### src/rtl/bus_hub_n.sv
// rtl/bus_hub_n.sv - N-device bus hub with base/mask decode, error response and timeout watchdog
module bus_hub_n #(
    parameter int                  N_DEV          = 2,
    parameter logic [N_DEV*32-1:0] BASE_ADDRS     = {32'h1000_0000, 32'h0000_0000},
    parameter logic [N_DEV*32-1:0] ADDR_MASKS     = {32'hFFFF_0000, 32'hFFFF_0000},
    parameter int unsigned         TIMEOUT_CYCLES = 255,
    parameter logic [31:0]         ERR_RDATA      = 32'hDEAD_BEEF
) (
    input  logic                  clk,
    input  logic                  rst,
    input  logic [31:0]           host_address,
    input  logic [31:0]           host_data_write,
    input  logic [3:0]            host_write_mask,
    input  logic                  host_ren,
    input  logic                  host_wen,
    output logic [31:0]           host_data_read,
    output logic                  host_ready,
    output logic                  host_error,
    output logic [N_DEV*32-1:0]   device_address,
    output logic [N_DEV*32-1:0]   device_data_write,
    output logic [N_DEV*4-1:0]    device_write_mask,
    output logic [N_DEV-1:0]      device_ren,
    output logic [N_DEV-1:0]      device_wen,
    input  logic [N_DEV-1:0]      device_ready,
    input  logic [N_DEV*32-1:0]   device_data_read,
    output logic [N_DEV-1:0]      device_active
);

    localparam int SEL_W = (N_DEV > 1) ? $clog2(N_DEV) : 1;
    localparam int CNT_W = (TIMEOUT_CYCLES > 0) ? $clog2(TIMEOUT_CYCLES + 1) : 1;
    localparam logic [CNT_W-1:0] CNT_LAST = CNT_W'(TIMEOUT_CYCLES - 1);

    typedef enum logic [1:0] {IDLE, ACCESS, RESP} state_t;
    state_t state, state_n;

    logic [31:0]      addr_q, addr_d, wdata_q, wdata_d, rdata_q, rdata_d;
    logic [3:0]       wmask_q, wmask_d;
    logic             wr_q, wr_d, err_q, err_d;
    logic [SEL_W-1:0] sel_q, sel_d, hit_idx;
    logic             hit, sel_ready, timeout_hit;
    logic [31:0]      sel_rdata;
    logic [CNT_W-1:0] cnt_q, cnt_d;
    logic [N_DEV-1:0] ren_q, wen_q, active_q, ren_d, wen_d, active_d;
    logic             ready_q, error_q, ready_d, error_d;

    // Descending scan so the lowest matching index is the one left standing.
    always_comb begin
        hit     = 1'b0;
        hit_idx = '0;
        for (int i = N_DEV - 1; i >= 0; i--) begin
            if ((host_address & ADDR_MASKS[32*i +: 32]) ==
                (BASE_ADDRS[32*i +: 32] & ADDR_MASKS[32*i +: 32])) begin
                hit     = 1'b1;
                hit_idx = SEL_W'(i);
            end
        end
    end

    assign sel_ready   = device_ready[sel_q];
    assign sel_rdata   = device_data_read[32*sel_q +: 32];
    assign timeout_hit = (TIMEOUT_CYCLES != 0) && (cnt_q == CNT_LAST);

    always_ff @(posedge clk or negedge rst) begin
        if (!rst) state <= IDLE;
        else      state <= state_n;
    end

    always_comb begin
        state_n = state;
        addr_d  = addr_q;
        wdata_d = wdata_q;
        wmask_d = wmask_q;
        wr_d    = wr_q;
        sel_d   = sel_q;
        err_d   = err_q;
        rdata_d = rdata_q;
        cnt_d   = cnt_q;
        case (state)
            IDLE: begin
                if (host_ren || host_wen) begin
                    addr_d  = host_address;
                    wdata_d = host_data_write;
                    wmask_d = host_write_mask;
                    wr_d    = host_wen;
                    sel_d   = hit_idx;
                    cnt_d   = '0;
                    err_d   = !hit;
                    rdata_d = hit ? 32'h0 : ERR_RDATA;
                    state_n = hit ? ACCESS : RESP;
                end
            end
            ACCESS: begin
                cnt_d = cnt_q + CNT_W'(1);
                // A ready on the limit cycle still completes normally.
                if (sel_ready) begin
                    rdata_d = wr_q ? 32'h0 : sel_rdata;
                    err_d   = 1'b0;
                    state_n = RESP;
                end else if (timeout_hit) begin
                    rdata_d = ERR_RDATA;
                    err_d   = 1'b1;
                    state_n = RESP;
                end
            end
            RESP:    state_n = IDLE;
            default: state_n = IDLE;
        endcase
    end

    // Outputs are computed from next-state values and registered below.
    always_comb begin
        ren_d    = '0;
        wen_d    = '0;
        active_d = '0;
        if (state_n == ACCESS) begin
            active_d[sel_d] = 1'b1;
            if (wr_d) wen_d[sel_d] = 1'b1;
            else      ren_d[sel_d] = 1'b1;
        end
        ready_d = (state_n == RESP);
        error_d = (state_n == RESP) && err_d;
    end

    always_ff @(posedge clk or negedge rst) begin
        if (!rst) begin
            addr_q   <= '0;
            wdata_q  <= '0;
            wmask_q  <= '0;
            wr_q     <= 1'b0;
            sel_q    <= '0;
            err_q    <= 1'b0;
            rdata_q  <= '0;
            cnt_q    <= '0;
            ren_q    <= '0;
            wen_q    <= '0;
            active_q <= '0;
            ready_q  <= 1'b0;
            error_q  <= 1'b0;
        end else begin
            addr_q   <= addr_d;
            wdata_q  <= wdata_d;
            wmask_q  <= wmask_d;
            wr_q     <= wr_d;
            sel_q    <= sel_d;
            err_q    <= err_d;
            rdata_q  <= rdata_d;
            cnt_q    <= cnt_d;
            ren_q    <= ren_d;
            wen_q    <= wen_d;
            active_q <= active_d;
            ready_q  <= ready_d;
            error_q  <= error_d;
        end
    end

    assign host_data_read    = rdata_q;
    assign host_ready        = ready_q;
    assign host_error        = error_q;
    assign device_address    = {N_DEV{addr_q}};
    assign device_data_write = {N_DEV{wdata_q}};
    assign device_write_mask = {N_DEV{wmask_q}};
    assign device_ren        = ren_q;
    assign device_wen        = wen_q;
    assign device_active     = active_q;

endmodule
### config.mk
export PLATFORM = sky130hd
export DESIGN_NAME = bus_hub_n
export DESIGN_NICKNAME = d
export VERILOG_FILES = /design/src/rtl/bus_hub_n.sv
export SDC_FILE = /design/constraint.sdc
export NUM_CORES = 1
export LEC_CHECK = 0
export ABC_AREA = 1
export CAP_MARGIN = 20
export CORE_MARGIN = 2
export CORE_UTILIZATION = 35
export CTS_CLUSTER_SIZE = 10
export DETAILED_ROUTE_END_ITERATION = 10
export PLACE_DENSITY = 0.69
export SYNTH_ARGS = -nofsm -noshare
export SYNTH_HDL_FRONTEND = slang
export SYNTH_SLANG_ARGS = --single-unit
### constraint.sdc
create_clock -name clk -period 2.28 [get_ports clk]
set_input_delay 0.456 -clock clk [delete_from_list [all_inputs] [get_ports clk]]
set_output_delay 0.456 -clock clk [all_outputs]
set_load 0.05 [all_outputs]
**Run 1: signal wires on met1**

The bar under the picture is 50 microns long. Supply wires on this layer in grey.
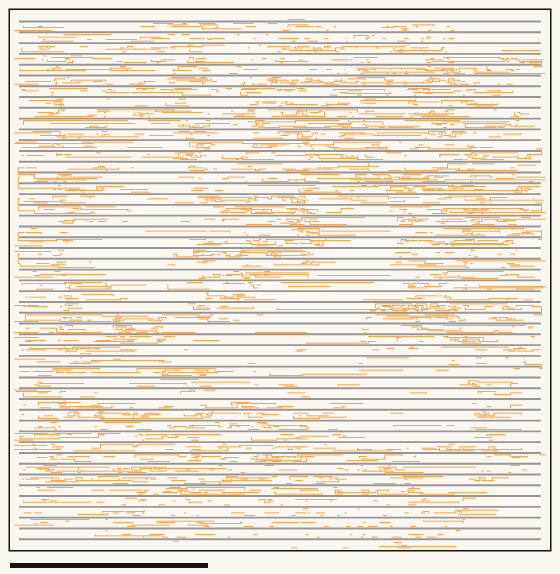
longest straight run: 29.2 microns
main direction: horizontal

**Run 1: signal wires on met2**

The bar under the picture is 50 microns long.
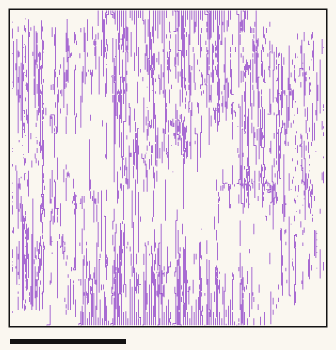
longest straight run: 57.5 microns
wire length on this layer: 8540 microns
final wirelength: 17900 microns
vias post-DR: 5696
met2 Usage GRT: 31.3%

==> Changelog: implementation, run 1 <==
## Flow update

* Clk_buf instances at 18
* Global-route wire length before repair at 28000 microns
* Final estimated routing congestion in global placement at 0.790
* Xor-xnor portion of the synthesized cell area at 0%
* Core area at 17200 sq um
* Worst-case setup slack after placement at 0.0597 ns
* Number of warnings reported in the yosys synthesis log at 0
* Critical path type: reg -> out
* Worst path arrival time at 1.65 ns
* Vias in the first global route at 5449
* Layout non-clock buf frac at 34.4%
* ANT nets after route at 0
* Multiplexer share of the synthesized area at 0.655%
* Hold WC Path Type: in -> async
* Final Setup Violations at 0
* Syn_area_per_cell at 7.71 sq um
* R2r worst-path depth at 8
* Unrepaired setup endpoints after global routing: no
* Mapped Nets at 933
* Number of warnings in the stage logs at 27
* Max Used Layer: met4
* Met1 usage in global routing at 24.8%
* Count of cells resized by post-cts repair at 0
* Number of flip-flops and latches in the synthesized netlist at 121
* Most frequently placed logic cell in the final layout: sky130_fd_sc_hd__nand2_1
* Origin of the worst setup path: wdata_q[28]$_DFFE_PN0P_
* Die width at 136 microns
* Worst EP required at 1.82 ns
* Number of non-clock buffers at 329
* Most congested layer reported by global routing: met2
* Crit path launch type: flop
* Largest net degree at the start of global routing at 53
* Largest delay contributor family on the critical path: buffers and inverters
* Core utilization of the finished layout at 56.1%
* Detailed Place HPWL at 13200 microns
* WL met3 at 1560 microns
* Area share of and/or/nand/nor cells after synthesis at 28.7%
* Number of sinks driven by the clock tree at 121
* Buffers inserted during post-CTS setup optimization at 0
* Placed standard-cell area at 9020 sq um
* Fraction of met3 tracks used by global routing at 5.93%
* Reg2reg end: host_data_read[20]$_DFFE_PN0P_
* Top logic family: simple AND/OR/NAND/NOR gates
* Number of max-slew violations in the final report at 0
* Hold Worst Slack at 0.0191 ns
* Max-slew headroom at the worst pin at 58.2%
* Floorplan-stage core utilization at 35.6%
* Final instance area at 9630 sq um
* Worst-skew pair later-pin latency at 0.41 ns
* CP Capture Type: primary output
* Post-Synth AOI/OAI Area at 6.36%
* Longest individual stage delay on the worst path at 0.84 ns
* Remaining DRCs at 0
* Routed wire length per instance at 14.0 microns
* Number of antenna violations at the first check in global routing at 1
* Post-route worst setup slack at 0.172 ns
* Cell class with the largest area share: buffers
* Final Hold Violating Endpoints at 0
* Final worst path period share at 92.5%
* Power density over cell area at 950 nW/um^2
* Transition time of the tightest slew-check pin at 0.627 ns
* Area occupied by registers at 3030 sq um
* Post-synthesis instance area at 6120 sq um
* Via density at 4.46
* Total die size at 18500 sq um
* Peak supply drop at 615 uV
* Number of hold-repair buffers added at the cts stage at 0
* Run status: finished, final reports clean
* Most frequent cells in the layout: sky130_fd_sc_hd__nand2_1, sky130_fd_sc_hd__clkdlybuf4s50_1, sky130_fd_sc_hd__dfrtp_1
* Library cell contributing the largest single delay on the critical path: sky130_fd_sc_hd__clkdlybuf4s50_1
* Clock buffers created by TritonCTS at 17
**Run 1: signal wires on met3**

Cells faint in the background.
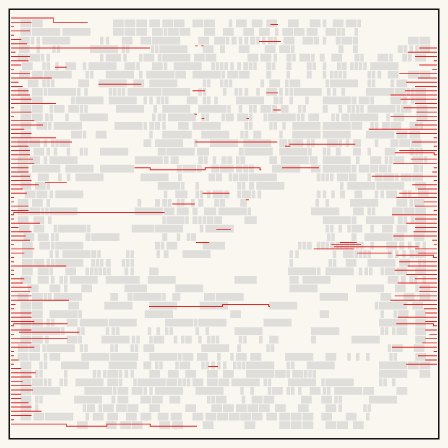
nets with wire on the layer: 191
longest straight run: 47.8 microns
wire length on this layer: 1560 microns
share of all routed wire: 8.7%
main direction: horizontal

[run 1: synth_stat cells]
library cell                 n  share of area, %
sky130_fd_sc_hd__buf_6       2              0.37
sky130_fd_sc_hd__dfrtp_1   121                50
sky130_fd_sc_hd__a21oi_1     4              0.33
sky130_fd_sc_hd__nor2_1     33               2.0
sky130_fd_sc_hd__inv_4       2              0.20
sky130_fd_sc_hd__nand2_2     1              0.10
sky130_fd_sc_hd__buf_2      16               1.3
sky130_fd_sc_hd__nand3_1    13               1.1
sky130_fd_sc_hd__a41oi_1     1              0.14
sky130_fd_sc_hd__nor2_4      1              0.18
sky130_fd_sc_hd__inv_2       2              0.12
sky130_fd_sc_hd__inv_1      44               2.7
sky130_fd_sc_hd__buf_4      72               8.8
sky130_fd_sc_hd__nand2_4     4              0.74
sky130_fd_sc_hd__o21ai_1     6              0.49
sky130_fd_sc_hd__clkbuf_1   13              0.80
sky130_fd_sc_hd__mux2i_1     4              0.65
sky130_fd_sc_hd__o31ai_1     4              0.49
sky130_fd_sc_hd__nand2_1   385                24
sky130_fd_sc_hd__nand3_2     2              0.33
sky130_fd_sc_hd__nand4_1     1              0.10
sky130_fd_sc_hd__a21oi_2     1              0.14
sky130_fd_sc_hd__ha_1        2              0.41
sky130_fd_sc_hd__a21boi_0    1              0.12
sky130_fd_sc_hd__o21ai_0    49               4.0
sky130_fd_sc_hd__o211ai_1    4              0.49
sky130_fd_sc_hd__nor2_2      2              0.20
sky130_fd_sc_hd__nor3_4      1              0.27
sky130_fd_sc_hd__nor3_1      1             0.082
sky130_fd_sc_hd__a22o_1      1              0.14
[run 1: power breakdown]
group | switching (uW) | total, uW | internal (uW)
Sequential | 262 | 2710 | 2450
Clock | 993 | 2740 | 1750
Combinational | 2470 | 3690 | 1230
==> run 2: changes to the inputs <==
--- a/config.mk
+++ b/config.mk
@@ -12,6 +12,7 @@
 export CTS_CLUSTER_SIZE = 10
 export DETAILED_ROUTE_END_ITERATION = 10
 export PLACE_DENSITY = 0.69
+export RECOVER_POWER = 100
 export SYNTH_ARGS = -nofsm -noshare
 export SYNTH_HDL_FRONTEND = slang
 export SYNTH_SLANG_ARGS = --single-unit
**Run 2: track usage over the die**

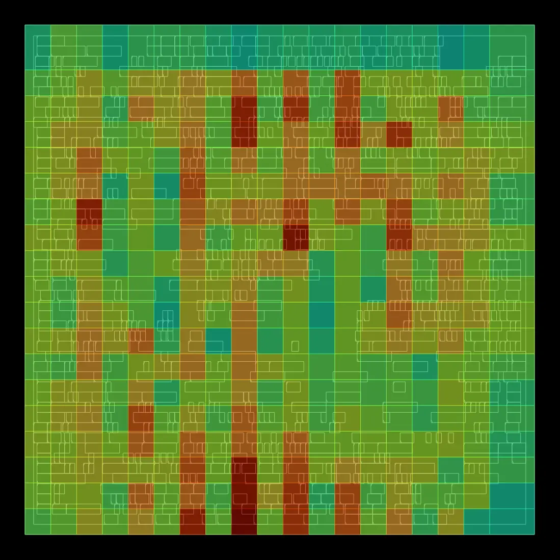
core utilization of the finished layout: 55.6%
most congested layer reported by global routing: met2
routed wire length per instance: 13.9 microns
global-route usage over all layers: 19.4%
met1 usage in global routing: 24.8%

==> Changelog: implementation, run 2 <==
## Flow update

* Placed instance count at 1244 (unchanged)
* Final estimated routing congestion in global placement at 0.790 (unchanged)
* Top-level port count at 314 (unchanged)
* Post-route worst setup slack at 0.107 ns (was 0.172 ns)
* Power, Total at 8920 uW (was 9150 uW)
* Count of cells resized by post-cts repair at 0 (unchanged)
* Count of maximum capacitance violations at 0 (unchanged)
* P&R area growth vs syn at 56.0% (was 57.5%)
* Power consumed by the clock network at 2740 uW (about the same)
* Switching portion of total power at 41.4% (was 40.7%)
* Library cell occupying the most area in the post-synthesis netlist: sky130_fd_sc_hd__dfrtp_1 (unchanged)
* Cell count along the critical path at 1 (unchanged)
* Count of buffers inserted at the top-level ports at 313 (unchanged)
* Part of the power in registers at 30.1% (was 29.6%)
* Share of final-layout standard cells stronger than drive strength 1 at 5.61% (was 6.28%)
* Worst path arrival time at 1.72 ns (was 1.65 ns)
* Peak supply drop at 598 uV (was 615 uV)
* Final Setup Violations at 0 (unchanged)
* Hold Worst Slack at 0.180 ns (was 0.0191 ns)
* Main power group: combinational cells (unchanged)
* Unrepaired setup endpoints after global routing: no (unchanged)
* First-pass iteration count of the detailed router at 6 (was 5)
* Combinational gate power at 3480 uW (was 3690 uW)
* Core area at 17200 sq um (unchanged)
* Detailed Place HPWL at 13200 microns (unchanged)
* Clock Tree Root: sky130_fd_sc_hd__clkbuf_16 (unchanged)
* Largest net degree at the start of global routing at 53 (unchanged)
* Number of warnings reported in the yosys synthesis log at 0 (unchanged)
* Maximum buffer depth of the clock tree at 2 (unchanged)
* Met2 Usage GRT at 31.3% (unchanged)
* Most frequent cells in the layout: sky130_fd_sc_hd__nand2_1, sky130_fd_sc_hd__dlygate4sd3_1, sky130_fd_sc_hd__clkdlybuf4s50_1 (was sky130_fd_sc_hd__nand2_1, sky130_fd_sc_hd__clkdlybuf4s50_1, sky130_fd_sc_hd__dfrtp_1)
* Diodes inserted at 0 (unchanged)
* Number of antenna violations at the first check in global routing at 1 (unchanged)
* Worst-case setup slack after placement at 0.0597 ns (unchanged)
* Global-route wire length before repair at 28000 microns (unchanged)
* Prevailing post-synth register cell: sky130_fd_sc_hd__dfrtp_1 (unchanged)
* Count of flip-flops with a built-in enable after synthesis at 0 (unchanged)
* CP Capture Type: primary output (unchanged)
* Number of hold-repair buffers added at the cts stage at 0 (unchanged)
* ANT nets after route at 0 (unchanged)
* Fraction of the yosys area taken by sequential cells at 49.5% (unchanged)
* Library cell contributing the largest single delay on the critical path: sky130_fd_sc_hd__dlygate4sd3_1 (was sky130_fd_sc_hd__clkdlybuf4s50_1)
* Number of sinks driven by the clock tree at 121 (unchanged)
* Clock buffers created by TritonCTS at 17 (unchanged)
* Async S/R FF share, synth at 100% (unchanged)
* Final critical-path required period at 2.17 ns (was 2.11 ns)
* Most frequent cells after synthesis: sky130_fd_sc_hd__nand2_1, sky130_fd_sc_hd__dfrtp_1, sky130_fd_sc_hd__buf_4 (unchanged)
* Vertical extent of the die at 136 microns (unchanged)
* Remaining DRCs at 0 (unchanged)
* Yosys stat cell total at 793 (unchanged)
* Fraction of met3 tracks used by global routing at 5.93% (unchanged)
* Post-synthesis instance area at 6120 sq um (unchanged)
* Largest clock skew in the final design at 0.00764 ns (was 0.00943 ns)
* Buffers inserted during post-CTS setup optimization at 0 (unchanged)
* Hold WC Path Type: in -> async (unchanged)
* Transition time of the tightest slew-check pin at 0.949 ns (was 0.627 ns)
* Maximum operating frequency at 460 MHz (was 474 MHz)
* Post-CTS clock slew at the launch and capture registers of the worst setup and hold paths at 0.06 ns (about the same)
* Run status: finished, final reports clean (unchanged)
* Max-slew headroom at the worst pin at 36.8% (was 58.2%)
* Final worst path period share at 95.3% (was 92.5%)
* Critical path type: reg -> out (unchanged)
* Number of max-slew violations in the final report at 0 (unchanged)
* Syn Inst Count at 793 (unchanged)
* Number of warnings in the stage logs at 27 (unchanged)
* Leakage power total at 0.00462 uW (was 0.00448 uW)
* Most numerous cell in the Yosys netlist: sky130_fd_sc_hd__nand2_1 (unchanged)
* Final #Nets at 1178 (unchanged)
* Floorplan-stage core utilization at 35.6% (unchanged)
* Top area cells in the synthesized netlist: sky130_fd_sc_hd__dfrtp_1, sky130_fd_sc_hd__nand2_1, sky130_fd_sc_hd__buf_4 (unchanged)
* Accumulated negative setup slack at 0 ns (unchanged)
* Seq group at 2690 uW (was 2710 uW)
* Die width at 136 microns (unchanged)
* Worst EP required at 1.82 ns (about the same)
* Largest delay contributor family on the critical path: buffers and inverters (unchanged)
* Vias in the first global route at 5449 (unchanged)
* CP bufs+invs at 1 (unchanged)
* CTS tree: done (unchanged)
* Clock group share of total power at 30.8% (was 30.0%)
* Placed standard-cell area at 9020 sq um (unchanged)
* Dominant cell area share at 49.5% (unchanged)
* Critical path peak fanout at 3 (unchanged)
* Portion of total power attributed to combinational logic at 39.1% (was 40.4%)
* Psw at 3690 uW (was 3720 uW)
* Longest individual stage delay on the worst path at 0.91 ns (was 0.84 ns)
* Crit path launch type: flop (unchanged)
* Cells traversed along the worst timing path: dlygate4sd3_1 (was clkdlybuf4s50_1)
* Final instance area at 9540 sq um (was 9630 sq um)
* Total congestion overflow at 0 (unchanged)
* Most frequently placed logic cell in the final layout: sky130_fd_sc_hd__nand2_1 (unchanged)
* Floorplan row count at 48 (unchanged)
* Internal power at 5220 uW (was 5430 uW)
* Syn_area_per_cell at 7.71 sq um (unchanged)
* Power density over cell area at 934 nW/um^2 (was 950 nW/um^2)
* R2r worst-path depth at 4 (was 8)
* Final Hold Violating Endpoints at 0 (unchanged)
* Total die size at 18500 sq um (unchanged)
* Via density at 4.45 (was 4.46)
* Worst-skew pair later-pin latency at 0.41 ns (about the same)
* Number of levels in the clock H-tree at 4 (unchanged)
* Number of flip-flops and latches in the synthesized netlist at 121 (unchanged)
* Number of distinct library cells after synthesis at 30 (unchanged)
* 1st-iter DRT viols at 324 (was 269)
* Mapped Nets at 933 (unchanged)
* Area figure in the yosys stat output at 6120 sq um (unchanged)
* Non-filler cells, final at 1276 (unchanged)
**Run 2: metal 4**

The bar under the picture is 50 microns long. Supply wires on this layer in grey.
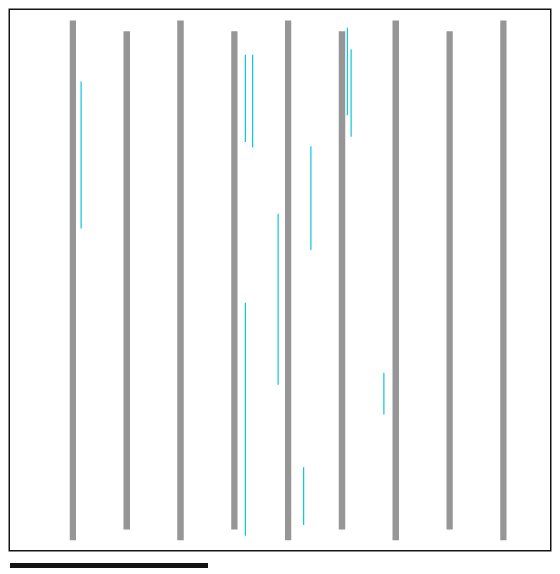
main direction: vertical
share of all routed wire: 1.6%
wire length on this layer: 277 microns
vias post-DR: 5680
final wirelength: 17800 microns

==> run 2: cell types whose count changed in the layout (fill, tap and decap cells not counted), sizes merged <==
| cell | previous run | this run |
|---|---|---|
| buf | 17 | 9 |
| clkdlybuf4s50 | 312 | 136 |
| dlygate4sd3 | 0 | 176 |
| clkbuf | 18 | 26 |
==> run 2: layout make-up <==
cell class	instances	area, sq um
multi-input combinational	521	2180
timing repair buffer	329	3250
inverter	48	185
tap	225	282
clock buffer	18	439
fill	1642	7630
clock inverter	14	174
sequential	121	3030
==> run 2: routing by layer <==
metal	vias to the layer above	part of all wire [%]
li1	2863	-
met4	0	1.6
met2	214	48
met1	2580	43
met3	23	8.0
met5	-	0
==> run 2: cell families after synthesis <==
kind of cell | after synthesis | share of synthesized area, %
and+or+nand+nor | 444 | 28.7
adders and majority gates | 2 | 0.409
muxes | 4 | 0.655
buffers and inverters | 151 | 14.3
DFF | 121 | 49.5
AOI/OAI and AO/OA | 71 | 6.36
==> run 2: final timing paths <==
path | start | to | slack [ns]
max in group asynchronous | rst | device_active[1]$_DFF_PN0_ | 0.64
setup / recovery | wdata_q[19]$_DFFE_PN0P_ | device_data_write[19] | 0.11
hold / removal | rst | wmask_q[0]$_DFFE_PN0P_ | 0.18
setup reg to reg | state[0]$_DFF_PN0_ | addr_q[18]$_DFFE_PN0P_ | 0.40
min in group clk | host_data_read[27]$_DFFE_PN0P_ | host_data_read[27]$_DFFE_PN0P_ | 0.47
hold reg to reg | host_data_read[27]$_DFFE_PN0P_ | host_data_read[27]$_DFFE_PN0P_ | 0.47
==> run 2: worst reg2reg max path: cells and delay by family (launching register included) <==
kind | cells | cell delay (ns)
and+or+nand+nor | 3 | 0.88
buffers and inverters | 1 | 0.51
DFF | 1 | 0.42
Power is estimated from default activity; no workload was simulated.
